--- src/rtl/rr_lock_arbiter_if.sv ---
// Request/grant bundle between requesters and rr_lock_arbiter.
// Optional feature macro: ARB_STARVE_MON_EN adds the per-port starve_o flags.
// Handshake: req_i bits are level requests held by each requester; gnt_o is a
// registered one-hot grant, and a requester owns the bus for every cycle its
// gnt_o bit is high. It gives ownership up by dropping its req_i bit.
interface rr_lock_arbiter_if #(
    parameter int NUM_PORTS = 8
);
    localparam int IDX_W = $clog2(NUM_PORTS);

    logic [NUM_PORTS-1:0] req_i;
    logic                 mode_i;
    logic [NUM_PORTS-1:0] gnt_o;
    logic                 gnt_valid_o;
    logic [IDX_W-1:0]     gnt_idx_o;
    logic                 state_dbg;    // 1 = GRANT, 0 = IDLE
`ifdef ARB_STARVE_MON_EN
    logic [NUM_PORTS-1:0] starve_o;
`endif

    modport master (
        output req_i, mode_i,
        input  gnt_o, gnt_valid_o, gnt_idx_o, state_dbg
`ifdef ARB_STARVE_MON_EN
        , input starve_o
`endif
    );

    modport slave (
        input  req_i, mode_i,
        output gnt_o, gnt_valid_o, gnt_idx_o, state_dbg
`ifdef ARB_STARVE_MON_EN
        , output starve_o
`endif
    );
endinterface

--- src/rtl/rr_lock_arbiter.sv ---
// N-port arbiter with fixed-priority or round-robin policy and a registered
// one-hot grant. The owner keeps the grant while it requests, up to MAX_HOLD
// cycles when others are waiting.
// Optional feature macro: ARB_STARVE_MON_EN adds per-port wait counters and the
// starve_o flags.
module rr_lock_arbiter #(
    parameter int NUM_PORTS    = 8,
    parameter int MAX_HOLD     = 16,
    parameter int STARVE_LIMIT = 32
) (
    input logic              clk_i,
    input logic              rst_ni,
    rr_lock_arbiter_if.slave bus
);
    localparam int IDX_W  = $clog2(NUM_PORTS);
    localparam int HOLD_W = (MAX_HOLD > 0) ? $clog2(MAX_HOLD + 1) : 1;

    typedef enum logic {IDLE, GRANT} state_t;

    state_t               state_q, state_d;
    logic [NUM_PORTS-1:0] gnt_q, gnt_d;
    logic [IDX_W-1:0]     idx_q, idx_d;
    logic [IDX_W-1:0]     rr_ptr_q, rr_ptr_d;
    logic [HOLD_W-1:0]    hold_q, hold_d;

    logic [NUM_PORTS-1:0] cand;
    logic [IDX_W-1:0]     win_idx;
    logic                 win_found;
    logic                 take;

    // Winner search over every requester except the current owner; the owner
    // either dropped its request or is being forced out, so it never competes.
    always_comb begin
        int start;
        int j;
        cand      = bus.req_i & ~gnt_q;
        win_idx   = '0;
        win_found = 1'b0;
        start     = bus.mode_i ? int'(rr_ptr_q) : 0;
        j         = 0;
        for (int i = 0; i < NUM_PORTS; i++) begin
            j = start + i;
            if (j >= NUM_PORTS) j = j - NUM_PORTS;
            if (!win_found && cand[j]) begin
                win_found = 1'b1;
                win_idx   = IDX_W'(j);
            end
        end
    end

    // Next-state logic: arbitrate in IDLE, on owner release, or on hold timeout.
    always_comb begin
        state_d  = state_q;
        gnt_d    = gnt_q;
        idx_d    = idx_q;
        rr_ptr_d = rr_ptr_q;
        hold_d   = hold_q;
        take     = 1'b0;
        case (state_q)
            IDLE: begin
                if (win_found) take = 1'b1;
            end
            GRANT: begin
                if (!bus.req_i[idx_q]) begin
                    if (win_found) begin
                        take = 1'b1;
                    end else begin
                        state_d = IDLE;
                        gnt_d   = '0;
                        idx_d   = '0;
                        hold_d  = '0;
                    end
                end else if (MAX_HOLD != 0 && hold_q >= HOLD_W'(MAX_HOLD) && win_found) begin
                    take = 1'b1;
                end else if (MAX_HOLD != 0 && hold_q < HOLD_W'(MAX_HOLD)) begin
                    hold_d = hold_q + 1'b1;
                end
            end
            default: state_d = IDLE;
        endcase
        if (take) begin
            state_d = GRANT;
            gnt_d   = NUM_PORTS'(1) << win_idx;
            idx_d   = win_idx;
            hold_d  = HOLD_W'(1);
            // Pointer moves in both modes so a mode switch sees a fresh rotation.
            rr_ptr_d = (win_idx == IDX_W'(NUM_PORTS - 1)) ? '0 : win_idx + 1'b1;
        end
    end

    // Arbiter state registers.
    always_ff @(posedge clk_i or negedge rst_ni) begin
        if (!rst_ni) begin
            state_q  <= IDLE;
            gnt_q    <= '0;
            idx_q    <= '0;
            rr_ptr_q <= '0;
            hold_q   <= '0;
        end else begin
            state_q  <= state_d;
            gnt_q    <= gnt_d;
            idx_q    <= idx_d;
            rr_ptr_q <= rr_ptr_d;
            hold_q   <= hold_d;
        end
    end

    assign bus.gnt_o       = gnt_q;
    assign bus.gnt_valid_o = |gnt_q;
    assign bus.gnt_idx_o   = idx_q;
    assign bus.state_dbg   = (state_q == GRANT);

`ifdef ARB_STARVE_MON_EN
    localparam int SW = $clog2(STARVE_LIMIT + 1);

    logic [NUM_PORTS-1:0][SW-1:0] wait_q, wait_d;
    logic [NUM_PORTS-1:0]         starve_q, starve_d;

    // Wait counters clear on the edge a port is granted or drops its request.
    always_comb begin
        wait_d   = wait_q;
        starve_d = '0;
        for (int k = 0; k < NUM_PORTS; k++) begin
            if (!bus.req_i[k] || gnt_d[k]) begin
                wait_d[k] = '0;
            end else if (wait_q[k] != SW'(STARVE_LIMIT)) begin
                wait_d[k] = wait_q[k] + 1'b1;
            end
            starve_d[k] = (wait_d[k] == SW'(STARVE_LIMIT));
        end
    end

    // Starvation monitor registers.
    always_ff @(posedge clk_i or negedge rst_ni) begin
        if (!rst_ni) begin
            wait_q   <= '0;
            starve_q <= '0;
        end else begin
            wait_q   <= wait_d;
            starve_q <= starve_d;
        end
    end

    assign bus.starve_o = starve_q;
`else
    logic unused_starve_cfg;
    assign unused_starve_cfg = (STARVE_LIMIT > 0);
`endif
endmodule

--- src/flat_wrapper.sv ---
// flat-port wrapper written by rule: the top's interface ports become plain ports
module rr_lock_arbiter_flat 
#(
    parameter int NUM_PORTS    = 8,
    parameter int MAX_HOLD     = 16,
    parameter int STARVE_LIMIT = 32
)
  (clk_i, rst_ni, bus_req_i, bus_mode_i, bus_gnt_o, bus_gnt_valid_o, bus_gnt_idx_o, bus_state_dbg);
  rr_lock_arbiter_if #(.NUM_PORTS(NUM_PORTS)) bus_i ();
  input logic clk_i;
  input logic rst_ni;
  input wire logic [$bits(bus_i.req_i)-1:0] bus_req_i;
  input wire logic [$bits(bus_i.mode_i)-1:0] bus_mode_i;
  output wire logic [$bits(bus_i.gnt_o)-1:0] bus_gnt_o;
  output wire logic [$bits(bus_i.gnt_valid_o)-1:0] bus_gnt_valid_o;
  output wire logic [$bits(bus_i.gnt_idx_o)-1:0] bus_gnt_idx_o;
  output wire logic [$bits(bus_i.state_dbg)-1:0] bus_state_dbg;
  assign bus_i.req_i = bus_req_i;
  assign bus_i.mode_i = bus_mode_i;
  assign bus_gnt_o = bus_i.gnt_o;
  assign bus_gnt_valid_o = bus_i.gnt_valid_o;
  assign bus_gnt_idx_o = bus_i.gnt_idx_o;
  assign bus_state_dbg = bus_i.state_dbg;
  rr_lock_arbiter #(.NUM_PORTS(NUM_PORTS), .MAX_HOLD(MAX_HOLD), .STARVE_LIMIT(STARVE_LIMIT)) u_core (.clk_i(clk_i), .rst_ni(rst_ni), .bus(bus_i));
endmodule
--- config.mk ---
export PLATFORM = sky130hd
export DESIGN_NAME = rr_lock_arbiter_flat
export DESIGN_NICKNAME = d
export VERILOG_FILES = /design/src/rtl/rr_lock_arbiter_if.sv /design/src/rtl/rr_lock_arbiter.sv /design/src/flat_wrapper.sv
export SDC_FILE = /design/constraint.sdc
export NUM_CORES = 1
export LEC_CHECK = 0
export ABC_AREA = 1
export CAP_MARGIN = 20
export CORE_MARGIN = 1
export CORE_UTILIZATION = 45
export DETAILED_ROUTE_END_ITERATION = 6
export PLACE_DENSITY = 0.74
export SYNTH_ARGS = -nofsm -noshare
export SYNTH_HDL_FRONTEND = slang
export SYNTH_SLANG_ARGS = --single-unit
--- constraint.sdc ---
create_clock -name clk_i -period 3.5 [get_ports clk_i]
set_input_delay 0.525 -clock clk_i [delete_from_list [all_inputs] [get_ports clk_i]]
set_output_delay 0.525 -clock clk_i [all_outputs]
set_load 0.02 [all_outputs]
**Run 1: met2 routing**

Cells faint in the background.
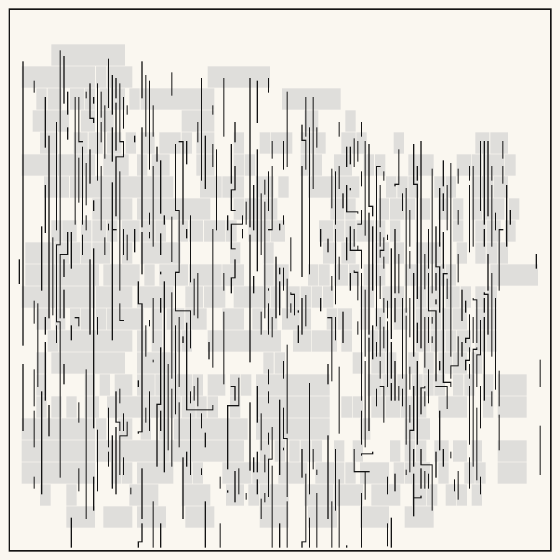
main direction	vertical
longest straight run	35.0 um
wire length on this layer	2290 um

**Run 1: cell placement**

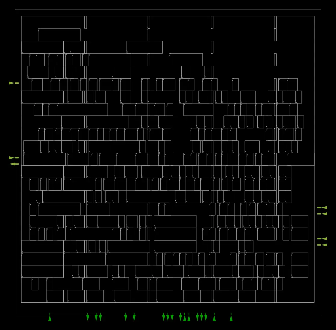
Seq area share: 21.75%
Flops: 20
Fillers: 409

**Run 1: wires at chosen ports, followed through buffers**

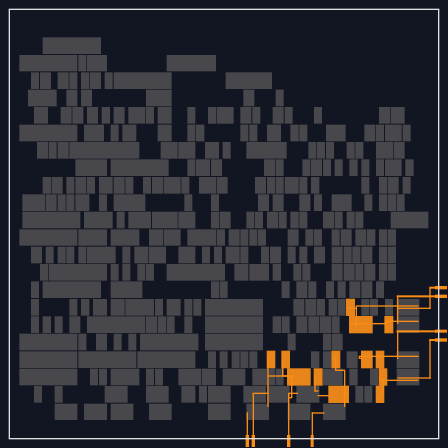
color	port	bits	direction	edge	end cells	wire
orange	`bus_req_i`	8	input	4 right, 4 bottom	14	144 um

**Run 1: signal wires on met3**

Scale bar: 20 um.
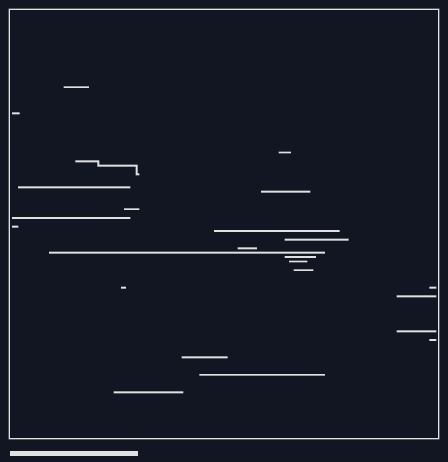
wire length on this layer	198 um
share of all routed wire	4.0%
longest straight run	42.8 um
nets with wire on the layer	20
main direction	horizontal

==> impl_metrics.py, run 1 <==
# Auto-generated metrics
metrics = {
    "power_and_ir_drop": {
        "power.leakage_uw": 0.001227,
        "finalPower_uw": 2292,
        "vdd_drop_max_mv": 0.5716,
        "p_per_area_mw_per_mm2": 996.0,
    },
    "synth": {
        "ys_cells": 299,
        "xor_share_pct": 2.253,
        "simple_gate_share_pct": 50.43,
        "synth_cell_types": 31,
        "avgSynthCellArea_um2": 6.315,
        "synth.logic.top_family": "simple AND/OR/NAND/NOR gates",
        "async_flop_share_pct": 100.0,
        "netlist_area_mm2": 0.001888,
        "ys.flops": 20,
        "yosysWarnings": 0,
        "edf_count": 0,
        "synthCells": 299,
        "mux_share_pct": 1.060,
        "yosysChipArea_mm2": 0.001888,
        "ys_sh_aoi_pct": 6.030,
        "synthAdderAreaFrac_pct": 5.302,
    },
    "worst_setup_path": {
        "arrival_ps": 3400,
        "critPathBufInv": 2,
        "reg2reg_from": "u_core.rr_ptr_q[1]",
        "crit_chain": "clkdlybuf4s50_1 > nand2_2 > ha_1 > inv_1 > nand3_1 > nand3_1 > nand2_1 > nand3_4 > nor2_8 > nand4_4 > nor2_1 > nand2_1 > nand3_1 > ha_1 > ha_1 > nor2_1 > nand2_1 > nand2_1",
        "endpoint": "u_core.rr_ptr_q[0]",
        "reg2regPathDepth": 17,
        "worst_path_max_delay_cell": "clkdlybuf4s50_1",
        "startpoint_type": "input pin",
        "crit_family": "simple AND/OR/NAND/NOR gates",
        "critPathMaxStageDelay_ps": 560,
        "path_depth": 18,
        "reg2reg_slack_ps": 630,
        "cp.required_ps": 3650,
        "critPathKind": "in2reg",
        "r2r-end": "u_core.rr_ptr_q[0]",
        "crit_top_cell": "nand2_1",
    },
    "floorplan": {
        "io_pins": 24,
        "rows": 23,
        "core_area_mm2": 0.004000,
        "n_tap_cell": 50,
        "die_y_um": 66.78,
        "chipWidth_um": 66.78,
    },
    "final_layout": {
        "num_antenna_cells": 0,
        "comb_area_share_pct": 53.40,
        "logic_area_mm2": 0.001229,
        "final_cell_mix": "119 x nand2_1, 42 x nand3_1, 29 x inv_1",
        "drive_gt1_share_pct": 9.910,
        "inverters": 35,
        "final-clk-cell-share_pct": 3.100,
        "clock_buffer_count": 3,
        "lay_top_count": "nand2_1",
        "logic_gate_count": 241,
        "seq_area_um2": 500.5,
        "final_nets": 353,
        "layout.nonclk_buf_share_pct": 13.27,
        "largest_class": "logic gates",
        "synthToLayoutAreaGrowth_pct": 21.87,
    },
    "clocking": {
        "max-clock-path-buffers": 2,
        "post_cts_resize_count": 0,
        "clock_sinks": 20,
        "root_buffer": "clkbuf_8",
        "cts_setup_buffers": 0,
        "cts_hold_buf": 0,
        "cts_buffers": 3,
        "clock_latency_ps": 260,
    },
    "placement": {
        "post-dp-hpwl_mm": 3.938,
        "port_buffers": 23,
        "place_ws_ps": 33.56,
    },
    "drt": {
        "dr.pass1.iters": 4,
        "drt_iter0_drc": 192,
        "num_vias": 1999,
        "ant_nets": 0,
        "drc": 0,
        "vias_per_cell": 5.219,
        "drt_wl_total_mm": 4.939,
    },
    "flow_run": {
        "cap_violations": 0,
        "warnings": 30,
    },
    "final_timing": {
        "final_max_slew_viol_count": 0,
        "period_used_pct": 92.89,
        "skew_ps": 2.296,
        "rsz0062_at_grt": "no",
        "period_minus_slack_ps": 3251,
        "worst_pin_slew_ps": 886.0,
        "setup_viol_count_final": 0,
        "hold_violations": 0,
        "worst_slack_ps": 248.8,
        "setup_tns_ps": 0,
        "relSlewSlack_pct": 40.75,
    },
    "worst_hold_path": {
        "worstHoldEndpoint": "u_core.hold_q[1]",
        "min_from": "u_core.hold_q[1]",
        "hold_class": "reg2reg",
    },
    "global_routing": {
        "gr-usage-met1_pct": 34.43,
        "grt_pass1_vias": 1842,
        "grt_max_degree": 21,
        "gr-max-usage-layer": "met2",
        "grt_util_met2_pct": 41.04,
        "grt_overflow": 0,
        "grt_usage_pct": 24.64,
        "antenna_found_initial": 0,
        "grtUsageMet3_pct": 2.397,
    },
    "run_status": {
        "run_status": "completed",
    },
}
==> run 1: cells in the mapped netlist (2+ instances only) <==
cell type,count,area (um2)
nand2_2,6,37.54
o21ai_0,8,40.04
a21oi_1,6,30.03
mux2i_1,2,20.02
nand3b_1,2,15.01
nor2_1,17,63.81
nand3_1,42,210.2
nand2_1,119,446.7
xor2_1,3,26.28
nor4_1,2,12.51
o21ai_1,2,10.01
inv_1,29,108.9
clkinv_1,2,7.510
nor3_1,2,10.01
nand4_1,11,68.82
ha_1,8,100.1
dfrtp_1,20,500.5
inv_2,3,11.26
o21ai_2,2,17.52
buf_4,2,15.01
==> run 1: per-layer routing <==
layer  share of wire [%]  vias to the layer above
met5                   0                        -
met4                0.81                        0
met3                 4.0                        6
met2                  46                       37
met1                  49                      917
li1                    -                     1039
==> run 1: stage by stage <==
stage          hold slack, ps  util (%)  std cells  instance area [um2]
6_report                547.5     57.52        383                 2301
3_5_place_dp            528.1     55.74        379                 2230
4_1_cts                 548.2     57.52        383                 2301
2_1_floorplan           229.4         -        299                 1888
3_3_place_gp            534.2     55.74        379                 2230
5_1_grt                 582.6     57.52        383                 2301
==> run 1: state kept, by name, indices dropped and copies added (netlist names) <==
| signal | count |
|---|---|
| u_core.bus.gnt_idx_o | 3 |
| u_core.rr_ptr_q | 3 |
| u_core.hold_q | 5 |
| u_core.bus.state_dbg | 1 |
| u_core.bus.gnt_o | 8 |
==> run 1: report_power, final <==
group / internal [uW] / switching, uW / total (uW)
clock: 153 / 74.5 / 227
sequential: 309 / 101 / 410
combinational: 616 / 1040 / 1660
total: 1080 / 1210 / 2290
==> run 2: changes to the inputs <==
- CAP_MARGIN: 20 -> default
- CORE_UTILIZATION: 45 -> 50
- PLACE_DENSITY: 0.74 -> 0.83
- clock period: 3.5 -> 2.6 ns (I/O delays scaled with it)
**Run 2: met2 routing**

Cells faint in the background.
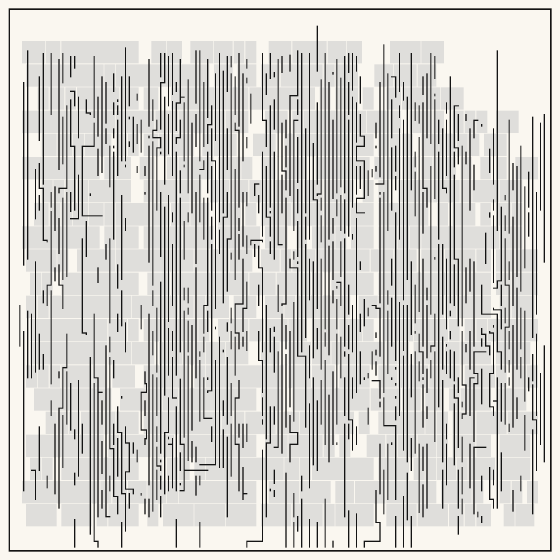
nets with wire on the layer	356
main direction	vertical
share of all routed wire	48%
wire length on this layer	3800 um

**Run 2: cell classes on the final placement**

Fill, decap, tap and diode cells in gray.
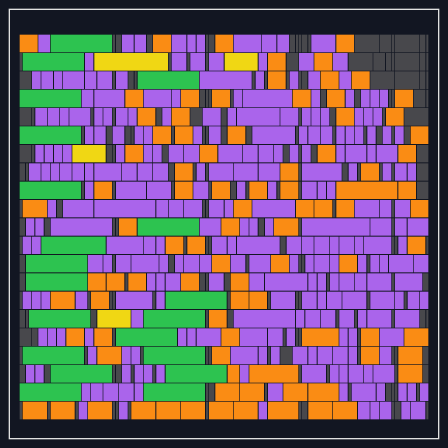
color	class	cells	share of their area
yellow	clock drivers and dummy loads	4	2.4%
orange	remaining buffers and delay cells	90	25%
green	sequential cells	20	17%
purple	remaining logic cells	276	56%

==> run 2 against run 1 <==
  * The flow now finishes with violations (design-rule violations, negative setup slack)
  * Synthesized area unchanged
  * Core utilization grew 31 points
  * Combinational power increased by 120%
  * Largest cell class unchanged
==> impl_metrics.py, run 2 <==
# Auto-generated metrics
metrics = {
    "drt": {
        "drt_iter0_drc": 316,
        "met3_length_um": 662,
        "drc": 26,
        "vias_per_cell": 5.913,
        "ant_nets": 0,
        "num_vias": 2578,
        "drt_wl_total_mm": 7.900,
        "met2_wirelength_mm": 3.796,
        "route.layer.met1.wl_mm": 2.979,
        "dr.pass1.iters": 7,
        "wire_per_inst_um": 18.12,
        "dr.max_layer_used": "met4",
    },
    "synth": {
        "yosysChipArea_mm2": 0.001888,
        "avgSynthCellArea_um2": 6.315,
        "synthCells": 299,
        "yosysMostFrequentCell": "nand2_1",
        "ys.flops": 20,
        "ys_cells": 299,
        "async_flop_share_pct": 100.0,
        "area_leaders": "dfrtp_1 27%, nand2_1 24%, nand3_1 11%",
        "common_cells": "119 x nand2_1, 42 x nand3_1, 29 x inv_1, 20 x dfrtp_1, 17 x nor2_1",
        "ys_seq_share_pct": 26.51,
        "synth_cell_types": 31,
        "yosysTopAreaCell": "dfrtp_1",
        "top_area_share_pct": 26.51,
        "yosysWarnings": 0,
        "fp_nets": 318,
        "ff_type": "dfrtp_1",
        "edf_count": 0,
        "netlist_area_mm2": 0.001888,
    },
    "power_and_ir_drop": {
        "pwr-share-seq_pct": 12.3,
        "p_switching_uw": 2312,
        "swShare_pct": 51.55,
        "p_per_area_mw_per_mm2": 1455,
        "vdd_drop_max_mv": 0.9936,
        "clkPwrFrac_pct": 7.1,
        "p_comb_share_pct": 80.6,
        "power.leakage_uw": 0.001611,
        "p_int_uw": 2173,
    },
    "clocking": {
        "htreeDepth": 1,
        "cts_tree": "done",
        "root_buffer": "clkbuf_8",
        "max-clock-path-buffers": 2,
        "cts_hold_buf": 0,
        "cts_buffers": 3,
        "clock_sinks": 20,
        "cts.clk_slew.worst_paths_ps": 80,
        "clock_latency_ps": 270,
    },
    "final_timing": {
        "period_minus_slack_ps": 2638,
        "period_used_pct": 101.5,
        "worst_slack_ps": -37.97,
        "relSlewSlack_pct": 41.69,
        "final_max_slew_viol_count": 0,
        "fin_hold_ws_ps": 575.6,
        "worst_pin_slew_ps": 871.9,
        "hold_violations": 0,
        "setup_viol_count_final": 4,
        "fmax_mhz": 379.1,
        "setup_tns_ps": -68.31,
        "skew_ps": 4.345,
    },
    "final_layout": {
        "drive_gt1_share_pct": 40.51,
        "logic_area_mm2": 0.001536,
        "num_antenna_cells": 0,
        "final_nets": 410,
        "seq_area_um2": 501.7,
        "largest_reg_flops": 8,
        "synthToLayoutAreaGrowth_pct": 63.22,
        "fillers": 165,
        "lay_top_count": "nand2_1",
        "final_cell_mix": "93 x nand2_1, 64 x buf_4, 28 x nand2_2",
    },
    "worst_setup_path": {
        "cp.required_ps": 2760,
        "r2r-end": "u_core.rr_ptr_q[2]",
        "reg2reg_slack_ps": -40,
        "reg2reg_from": "u_core.rr_ptr_q[0]",
        "startpoint_type": "flip-flop",
        "crit_fanout": 5,
        "crit_start": "u_core.rr_ptr_q[0]",
        "reg2regPathDepth": 18,
        "endpoint": "u_core.rr_ptr_q[2]",
        "arrival_ps": 2800,
        "critPathKind": "reg2reg",
        "cp-end-kind": "flip-flop",
    },
    "floorplan": {
        "io_pins": 24,
        "die_area_mm2": 0.004026,
        "chipWidth_um": 63.45,
        "die_y_um": 63.45,
        "rows": 21,
        "core_area_mm2": 0.003468,
        "fp_util_pct": 54.44,
    },
    "worst_hold_path": {
        "min_from": "u_core.bus.gnt_o[4]",
        "hold_class": "reg2reg",
        "worstHoldEndpoint": "u_core.bus.gnt_o[4]",
        "min_path_cells": 2,
    },
    "placement": {
        "routabilityCongestion": 0.9328,
        "port_buffers": 23,
        "post-dp-hpwl_mm": 4.529,
    },
    "flow_run": {
        "cap_violations": 0,
        "warnings": 30,
    },
    "global_routing": {
        "grt_pass1_vias": 2111,
        "grtUsageMet3_pct": 2.899,
        "grt_usage_pct": 30.90,
        "antenna_found_initial": 0,
        "grt_pass1_wl_mm": 9.680,
        "grt_max_degree": 21,
        "gr-usage-met1_pct": 41.82,
        "grt_overflow": 0,
        "grt_util_met2_pct": 53.06,
        "gr-max-usage-layer": "met2",
    },
    "run_status": {
        "run_status": "finished, violations left",
        "violations": "design-rule violations, negative setup slack",
    },
}
**Run 2: wires at chosen ports, followed through buffers**

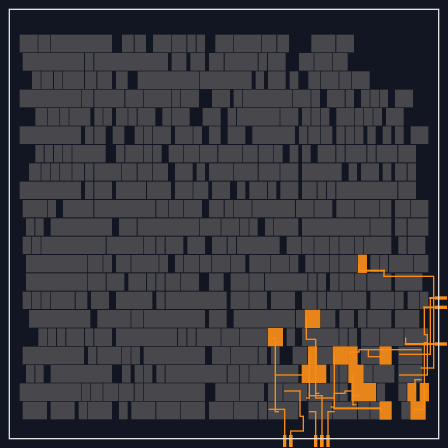
color	port	bits	direction	edge	end cells	wire
orange	`bus_req_i`	8	input	5 bottom, 3 right	14	192 um

==> run 2: cells by family (layout without fill, tap and decap cells) <==
kind of cell,Yosys count,count (layout),synth area share (%)
mux,2,2,1.060
buf+inv,38,129,8.416
compound gates,20,20,6.031
flops,20,20,26.51
simple gates,207,207,50.43
xor+xnor,4,4,2.254
fa+ha+maj,8,8,5.302
==> run 2: power groups by stage <==
stage | logic [uW] | registers [uW] | clock network (uW)
after floorplan | 1520 | 582 | 0
after global placement | 2600 | 540 | 0
after detailed placement | 2680 | 543 | 0
after CTS | 2790 | 537 | 315
after global routing | 3840 | 563 | 334
final | 3620 | 553 | 316
==> run 2: metrics by stage <==
step           cells  instance area [um2]  utilization (%)  total power (uW)  worst slack [ps]
4_1_cts          423                 2685            77.42              3642            0.4836
5_1_grt          436                 3082            88.85              4741            -187.9
6_report         436                 3082            88.85              4484            -37.97
3_3_place_gp     416                 2564            73.92              3140            -459.6
3_5_place_dp     416                 2564            73.92              3220            -527.1
2_1_floorplan    299                 1911                -              2104             6.755
==> run 2: final cells by class <==
cell class,instances,share of cell area (%)
clock buffers,3,1.340
clock inverters,1,0.9744
inverters,35,4.669
multi-input cells,241,49.86
flip-flops and latches,20,16.28
well taps,46,1.868
repair buffers,90,25.01
==> run 2: worst max-delay path, cell delays in order (launching register included) <==
cell	delay (ps)
dfrtp_1	410
nand2_4	160
clkbuf_16	180
nand2_1	70
nand2_2	110
nand2_2	70
nand2_2	80
nand2_1	80
nand2_2	110
nand4_1	150
nor2_2	180
nand4_1	140
nand3b_1	140
nand2_2	90
inv_2	90
ha_4	150
ha_4	190
nand2_1	70
nand2_1	50
==> run 2: timing repair <==
action,4_1_cts,5_1_grt
gates resized,11,79
buffers inserted,3,12
pin swaps,5,31
endpoints found under the setup margin,19,13
gates cloned,0,1
==> run 3: changes to the inputs <==
- SLEW_MARGIN: default -> 20
**Run 3: met2 routing**

Cells faint in the background.
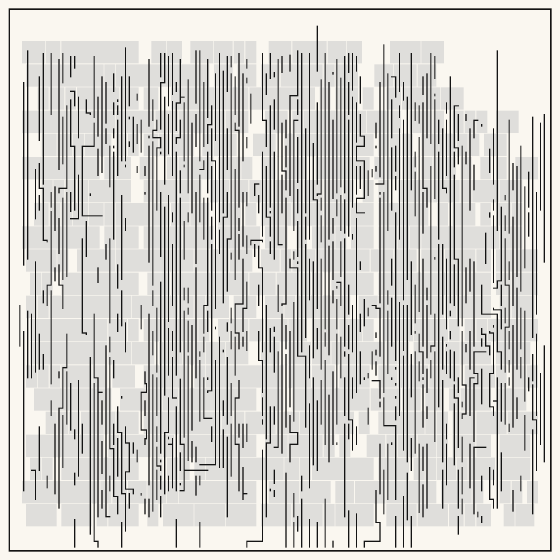
share of all routed wire	48%
longest straight run	35.0 um
wire length on this layer	3800 um
nets with wire on the layer	356

**Run 3: cell classes on the final placement**

Fill, decap, tap and diode cells in gray.
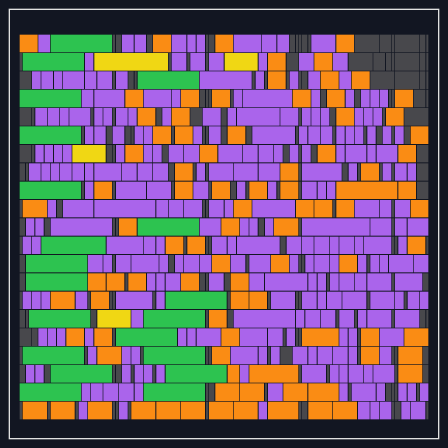
color	class	cells	share of their area
green	sequential cells	20	17%
purple	remaining logic cells	276	56%
orange	remaining buffers and delay cells	90	25%
yellow	clock drivers and dummy loads	4	2.4%

==> run 3 against run 2 <==
  * The flow still finishes with violations (design-rule violations, negative setup slack)
  * Synthesized cell count is the same
  * Routed wire length is the same
  * Worst hold slack did not move
  * Largest power group unchanged
  * Highest routed layer unchanged
==> impl_metrics.py, run 3 <==
# Auto-generated metrics
metrics = {
    "power_and_ir_drop": {
        "p_seq_uw": 553,
        "pg_comb_uw": 3620,
        "vdd_drop_max_mv": 0.9936,
        "swShare_pct": 51.55,
        "power_leader": "combinational logic",
        "power.leakage_uw": 0.001611,
        "pwr-share-seq_pct": 12.3,
        "clock_power_uw": 316,
        "p_int_uw": 2173,
        "p_comb_share_pct": 80.6,
        "finalPower_uw": 4484,
        "p_per_area_mw_per_mm2": 1455,
        "clkPwrFrac_pct": 7.1,
        "p_switching_uw": 2312,
    },
    "synth": {
        "synth_cell_types": 31,
        "synthCells": 299,
        "ff_type": "dfrtp_1",
        "avgSynthCellArea_um2": 6.315,
        "ys_cells": 299,
        "yosysChipArea_mm2": 0.001888,
        "async_flop_share_pct": 100.0,
        "netlist_area_mm2": 0.001888,
        "common_cells": "119 x nand2_1, 42 x nand3_1, 29 x inv_1, 20 x dfrtp_1, 17 x nor2_1",
        "yosysWarnings": 0,
        "ys_seq_share_pct": 26.51,
        "fp_nets": 318,
        "ys.flops": 20,
        "area_leaders": "dfrtp_1 27%, nand2_1 24%, nand3_1 11%",
        "edf_count": 0,
    },
    "run_status": {
        "run_status": "finished, violations left",
        "violations": "design-rule violations, negative setup slack",
    },
    "final_timing": {
        "period_used_pct": 101.5,
        "worst_slack_ps": -37.97,
        "setup_tns_ps": -68.31,
        "relSlewSlack_pct": 41.69,
        "hold_violations": 0,
        "worst_pin_slew_ps": 871.9,
        "fmax_mhz": 379.1,
        "setup_viol_count_final": 4,
        "skew_ps": 4.345,
        "fin_hold_ws_ps": 575.6,
        "final_max_slew_viol_count": 0,
    },
    "worst_hold_path": {
        "min_from": "u_core.bus.gnt_o[4]",
        "min_path_cells": 2,
        "hold_class": "reg2reg",
        "worstHoldEndpoint": "u_core.bus.gnt_o[4]",
    },
    "worst_setup_path": {
        "r2r-end": "u_core.rr_ptr_q[2]",
        "cp.required_ps": 2760,
        "crit_fanout": 5,
        "reg2reg_slack_ps": -40,
        "crit_chain": "nand2_4 > clkbuf_16 > nand2_1 > nand2_2 > nand2_2 > nand2_2 > nand2_1 > nand2_2 > nand4_1 > nor2_2 > nand4_1 > nand3b_1 > nand2_2 > inv_2 > ha_4 > ha_4 > nand2_1 > nand2_1",
        "crit_top_cell": "nand2_2",
        "startpoint_type": "flip-flop",
        "reg2reg_from": "u_core.rr_ptr_q[0]",
        "reg2regPathDepth": 18,
        "critPathKind": "reg2reg",
        "cp-end-kind": "flip-flop",
        "worst_path_max_delay_cell": "dfrtp_1",
        "arrival_ps": 2800,
    },
    "final_layout": {
        "layout.cells.non_filler": 436,
        "seq_area_um2": 501.7,
        "design_area_mm2": 0.003082,
        "drive_gt1_share_pct": 40.51,
        "largest_reg_flops": 8,
        "final_nets": 410,
        "final_cell_mix": "93 x nand2_1, 64 x buf_4, 28 x nand2_2",
        "num_antenna_cells": 0,
    },
    "clocking": {
        "cts_hold_buf": 0,
        "cts_setup_buffers": 3,
        "cts_tree": "done",
        "max-clock-path-buffers": 2,
        "root_buffer": "clkbuf_8",
        "post_cts_resize_count": 11,
        "cts.clk_slew.worst_paths_ps": 80,
        "htreeDepth": 1,
    },
    "global_routing": {
        "grt_overflow": 0,
        "grt_usage_pct": 30.90,
        "antenna_found_initial": 0,
        "grt_pass1_wl_mm": 9.680,
        "grt_pass1_vias": 2111,
    },
    "floorplan": {
        "chipWidth_um": 63.45,
        "fp_util_pct": 54.44,
        "io_pins": 24,
        "die_y_um": 63.45,
        "die_area_mm2": 0.004026,
    },
    "drt": {
        "dr.pass1.iters": 7,
        "wire_per_inst_um": 18.12,
        "num_vias": 2578,
        "drt_iter0_drc": 316,
        "drt_wl_total_mm": 7.900,
        "drc": 26,
    },
    "placement": {
        "place_ws_ps": -527.1,
        "port_buffers": 23,
        "post-dp-hpwl_mm": 4.529,
        "routabilityCongestion": 0.9328,
    },
    "flow_run": {
        "warnings": 30,
    },
}
**Run 3: cell placement**

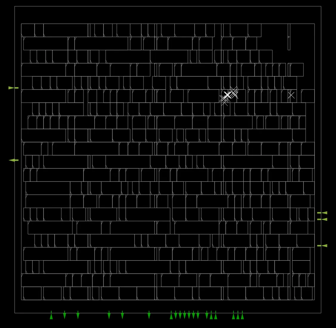
num rows: 21
Core Region: 0.003468 mm2
Seq area share: 16.28%
utilization after layout: 88.85%
Fillers: 165

==> run 3: kinds of logic after synthesis <==
| logic type | synth area share, % |
|---|---|
| AND-OR/OR-AND | 6.031 |
| XOR/XNOR | 2.254 |
| adder cells (fa/ha/maj) | 5.302 |
| buffers and inverters | 8.416 |
| flip-flops | 26.51 |
| multiplexers | 1.060 |
| AND/OR/NAND/NOR | 50.43 |
==> run 3: area by class of cell <==
cell class              count  share of cell area (%)
clock buffers               3                   1.340
clock inverters             1                  0.9744
inverters                  35                   4.669
multi-input cells         241                   49.86
flip-flops and latches     20                   16.28
well taps                  46                   1.868
repair buffers             90                   25.01
==> run 3: routing by layer <==
| layer | part of all wire, % | up-vias | wire length, um | GRT usage, % |
|---|---|---|---|---|
| met5 | 0 | - | 0 | 0 |
| met3 | 8.4 | 56 | 662 | 2.899 |
| met4 | 5.8 | 0 | 462 | 6.534 |
| li1 | - | 1154 | - | - |
| met2 | 48 | 163 | 3796 | 53.06 |
| met1 | 38 | 1205 | 2979 | 41.82 |
==> run 3: how the worst max path moves through the flow <==
stage,startpoint,endpoint,cells past startpoint
3_5_place_dp,bus_mode_i,u_core.rr_ptr_q[0],19
2_1_floorplan,u_core.rr_ptr_q[0],u_core.rr_ptr_q[2],18
4_1_cts,bus_mode_i,u_core.rr_ptr_q[2],18
3_3_place_gp,bus_mode_i,u_core.rr_ptr_q[0],20
5_1_grt,u_core.rr_ptr_q[1],u_core.rr_ptr_q[2],19
6_report,u_core.rr_ptr_q[0],u_core.rr_ptr_q[2],18
==> run 3: critical path, delay by kind of cell (launching register included) <==
kind / cells / cell delay, ps
flip-flops: 1 / 410
buffers and inverters: 2 / 270
adder cells (fa/ha/maj): 2 / 340
AND/OR/NAND/NOR: 14 / 1500
No activity file was given, so power comes from the tool's default toggle rates.
